Design sar_adc_scan_arbiter_flat, sky130hd; sources not shown.
pdn.png
Scale: 6 px per µm. Pins as bars on the die edge. Tap cells in grey.
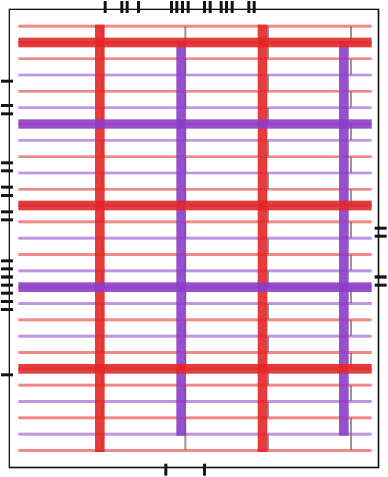
legend:
  purple:
    net: VDD
  red:
    net: VSS
rows: 26
met1 rails: 27
met5 straps: 5
met4 straps: 4
signal pins: 38
horizontal extent of the die: 61.3 µm
peak ir drop on the vdd network: 0.265 mV
overall die height: 76.1 µm

cell_classes.png
Scale: 6 px per µm. Fill, decap, tap and diode cells in grey.
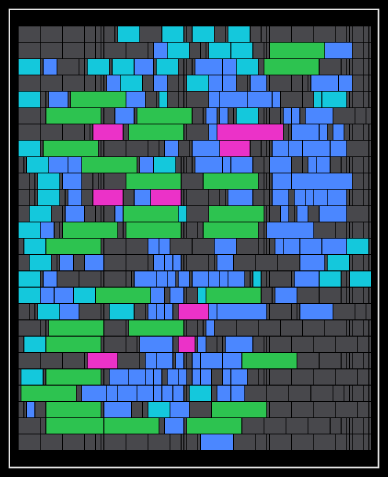
legend:
  cyan:
    class: other buffers and delay cells
    cells: 44
  blue:
    class: all other logic
    cells: 132
  green:
    class: flip-flops
    cells: 29
  magenta:
    class: clock drivers and dummy loads
    cells: 8
sequential portion of the cell area: 31.3%
Post-Route Utilization: 55.8%
Core Area: 4160 µm²
area of all placed cells without fillers: 2320 µm²
standard-cell row count: 26

clock_map.png
Scale: 4 px per µm.
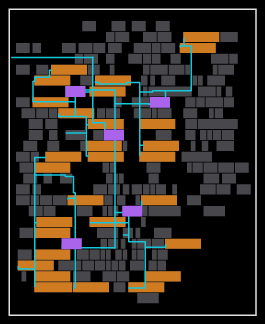
legend:
  orange:
    item: flip-flops
    count: 29
  purple:
    item: cells driving clock nets
    count: 5
  cyan:
    item: clock wires
    length: 373 µm
routed clock nets: 6
power dissipated in the clock network: 0.307 mW
Clock Latency Late Sink: 0.28 ns
Clock power frac: 19.7%

metal_stack.png
Scale: 6 px per µm.
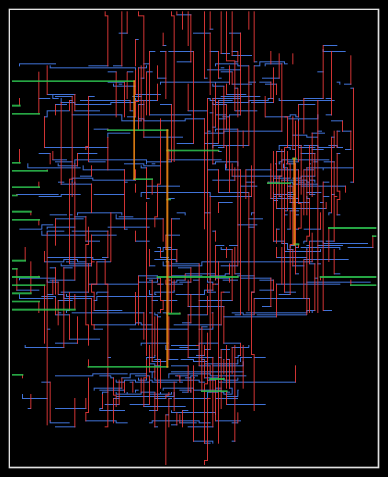
legend:
  blue:
    layer: met1
    wire_length: 1520 µm
  orange:
    layer: met4
    wire_length: 70.0 µm
  green:
    layer: met3
    wire_length: 159 µm
  red:
    layer: met2
    wire_length: 1920 µm
final wirelength: 3.67 mm
vias after detailed routing: 1414

==> impl_metrics.xml <==
<?xml version="1.0" encoding="UTF-8"?>
<metrics>
  <group name="worst_setup_path">
    <metric name="worst_ep_arrival_time" unit="ns">2.82</metric>
    <metric name="cp-end-kind" unit="">output pin</metric>
    <metric name="r2r_cells" unit="">9</metric>
    <metric name="cp_max_fo" unit="">10</metric>
    <metric name="cp_slowest_cell" unit="">sky130_fd_sc_hd__clkdlybuf4s50_1</metric>
    <metric name="ff2ff_setup_slack" unit="ns">1.37</metric>
    <metric name="critPathKind" unit="">flop to output pin</metric>
    <metric name="critical_path.max_stage_delay" unit="ns">0.81</metric>
    <metric name="critical_path.cell_chain" unit="">clkbuf_1, nand3_1, nor2_1, clkbuf_1, and2_1, clkdlybuf4s50_1</metric>
    <metric name="critPathTopFamily" unit="">buffers and inverters</metric>
    <metric name="crit_required" unit="ns">3.34</metric>
    <metric name="timing.critical_path.depth" unit="">6</metric>
    <metric name="worstPathBufferInverterCount" unit="">3</metric>
    <metric name="critical-path-top-cell-by-count" unit="">sky130_fd_sc_hd__clkbuf_1</metric>
  </group>
  <group name="global_route">
    <metric name="grt_ovf" unit="">0</metric>
    <metric name="grt.met3_usage" unit="%">4.75</metric>
    <metric name="grt_max_degree" unit="">28</metric>
    <metric name="grt_met1_usage" unit="%">19.7</metric>
    <metric name="antenna_violations_before_repair" unit="">0</metric>
    <metric name="grt_use_total" unit="%">17.8</metric>
    <metric name="via_count_of_the_first_global_routing_pass" unit="">1394</metric>
    <metric name="grt_pass1_wl" unit="mm">6.22</metric>
    <metric name="globalRoute.busiestLayer" unit="">met2</metric>
  </group>
  <group name="logic_synthesis">
    <metric name="synth-area-yosys" unit="µm²">1760</metric>
    <metric name="ff_type" unit="">sky130_fd_sc_hd__dfrtp_1</metric>
    <metric name="top_cells_by_count" unit="">sky130_fd_sc_hd__dfrtp_1, sky130_fd_sc_hd__and2_1, sky130_fd_sc_hd__a22o_1, sky130_fd_sc_hd__nor2_1</metric>
    <metric name="postSynthSeqShare" unit="%">41.3</metric>
    <metric name="syn_area_per_cell" unit="µm²">10.5</metric>
    <metric name="netlist.top_cell.by_area" unit="">sky130_fd_sc_hd__dfrtp_1</metric>
    <metric name="top_cell_area_share" unit="%">41.3</metric>
    <metric name="synth_stat.cells" unit="">168</metric>
    <metric name="postSynthNetCount" unit="">195</metric>
    <metric name="synth-edff-count" unit="">0</metric>
    <metric name="postSynthRegisterBits" unit="">29</metric>
    <metric name="top_cell" unit="">sky130_fd_sc_hd__dfrtp_1</metric>
    <metric name="mappedNetlistArea" unit="µm²">1760</metric>
    <metric name="async_set_or_reset_flop_fraction_in_the_synthesized_netlist" unit="%">100</metric>
    <metric name="synth.top_cells.by_area" unit="">sky130_fd_sc_hd__dfrtp_1, sky130_fd_sc_hd__ha_1, sky130_fd_sc_hd__a22o_1</metric>
    <metric name="synthesis.instances" unit="">168</metric>
    <metric name="synth_cell_type_count" unit="">40</metric>
  </group>
  <group name="final_layout">
    <metric name="final_layout_top_logic_cells" unit="">sky130_fd_sc_hd__clkdlybuf4s50_1, sky130_fd_sc_hd__dfrtp_1, sky130_fd_sc_hd__and2_1</metric>
    <metric name="layout.area.top_class" unit="">multi-input combinational cells</metric>
    <metric name="non_clock_buffer_area_share" unit="%">17.7</metric>
    <metric name="nMultiInputCombCells" unit="">122</metric>
    <metric name="buffers_excl_clock" unit="">44</metric>
    <metric name="nNetsFinal" unit="">239</metric>
    <metric name="fillCellCount" unit="">404</metric>
    <metric name="most_frequent_logic_cell_in_the_layout" unit="">sky130_fd_sc_hd__clkdlybuf4s50_1</metric>
    <metric name="final_layout_size_suffix_gt1_share" unit="%">12.2</metric>
    <metric name="final-seq-area" unit="µm²">727</metric>
    <metric name="final.signal_inverter_count" unit="">10</metric>
    <metric name="antenna_cells_inserted" unit="">0</metric>
    <metric name="largest_reg_flops" unit="">10</metric>
    <metric name="clock_cell_area_share" unit="%">5.17</metric>
  </group>
  <group name="sta">
    <metric name="post-route-period-util" unit="%">87.3</metric>
    <metric name="worst_hold_slack" unit="ns">0.120</metric>
    <metric name="timing_max_transition_violations_final" unit="">0</metric>
    <metric name="tns" unit="ns">0</metric>
    <metric name="max_clock_freq" unit="MHz">279</metric>
    <metric name="setup_violations" unit="">0</metric>
    <metric name="period_needed" unit="ns">3.58</metric>
    <metric name="finalHoldViolCount" unit="">0</metric>
    <metric name="rsz_0062_raised_after_global_routing" unit="">false</metric>
    <metric name="measured_slew_at_the_worst_slew_check_pin" unit="ns">0.633</metric>
  </group>
  <group name="floorplanning">
    <metric name="initial_utilization" unit="%">42.2</metric>
    <metric name="fp.dieArea" unit="µm²">4670</metric>
    <metric name="num_tapcells" unit="">56</metric>
  </group>
  <group name="flow_run">
    <metric name="stage_log_warnings" unit="">33</metric>
    <metric name="cap_violations" unit="">0</metric>
  </group>
  <group name="drt">
    <metric name="route.detailed.wl_per_inst" unit="µm">13.7</metric>
    <metric name="drt_first_pass_iters" unit="">4</metric>
    <metric name="ant_nets" unit="">0</metric>
    <metric name="post-route-drc-count" unit="">0</metric>
    <metric name="initialDrtViolationCount" unit="">57</metric>
    <metric name="routed-wl-met3" unit="µm">159</metric>
    <metric name="routedLengthMet1" unit="mm">1.52</metric>
    <metric name="route.top_layer_used" unit="">met4</metric>
  </group>
  <group name="placed_design">
    <metric name="finalWeightedCongestion" unit="">0.771</metric>
    <metric name="io_buffers" unit="">37</metric>
    <metric name="dpl_cell_area" unit="µm²">2200</metric>
    <metric name="detailedPlacementHpwl" unit="mm">2.82</metric>
  </group>
  <group name="status">
    <metric name="run_status" unit="">finished clean</metric>
  </group>
  <group name="power">
    <metric name="sequentialPower" unit="mW">0.422</metric>
    <metric name="p_leak" unit="nW">1.02</metric>
    <metric name="total_power" unit="mW">1.56</metric>
    <metric name="power_combinational" unit="mW">0.832</metric>
    <metric name="power-per-cell-area" unit="nW/µm²">671</metric>
    <metric name="switching_power" unit="mW">0.660</metric>
    <metric name="p_sw_share" unit="%">42.3</metric>
    <metric name="p_int" unit="mW">0.901</metric>
    <metric name="dominant_power_group" unit="">combinational logic</metric>
    <metric name="combPwrFrac" unit="%">53.3</metric>
  </group>
  <group name="clock_tree">
    <metric name="cts_hold_repair.buffers" unit="">0</metric>
    <metric name="cts_root_buf" unit="">sky130_fd_sc_hd__clkbuf_8</metric>
    <metric name="cts-buffers-inserted" unit="">5</metric>
    <metric name="cts_tree" unit="">done</metric>
    <metric name="post-cts-setup-buffer-count" unit="">0</metric>
    <metric name="clock_tree.buffer_depth" unit="">2</metric>
    <metric name="cts_repair_resize_count" unit="">0</metric>
    <metric name="clock_sink_count" unit="">29</metric>
    <metric name="cts-htree-levels" unit="">2</metric>
  </group>
  <group name="hold_path">
    <metric name="hold_path_class" unit="">flop to asynchronous set/reset pin</metric>
  </group>
</metrics>
cell families after synthesis:
| kind of cell | after synthesis | synth area share (%) |
|---|---|---|
| AND/OR/NAND/NOR | 55 | 16.1 |
| AND-OR/OR-AND | 42 | 21.2 |
| flip-flops | 29 | 41.3 |
| buffers and inverters | 17 | 4.48 |
| multiplexers | 13 | 9.11 |
| adder cells (fa/ha/maj) | 10 | 7.12 |
| other | 1 | 0.213 |
| XOR/XNOR | 1 | 0.498 |
through the flow:
step           instances  worst slack (ns)
3_3_place_gp         261             0.858
4_1_cts              269             0.481
5_1_grt              269             0.180
6_report             269             0.520
3_5_place_dp         261             0.802
2_1_floorplan        168              1.36
worst reg2reg max path, delay by kind of cell (launching register included):
kind            cells  cell delay [ns]
compound gates      5             1.03
fa+ha+maj           1             0.40
buf+inv             3             0.64
flops               1             0.39
No activity file was given, so power comes from the tool's default toggle rates.
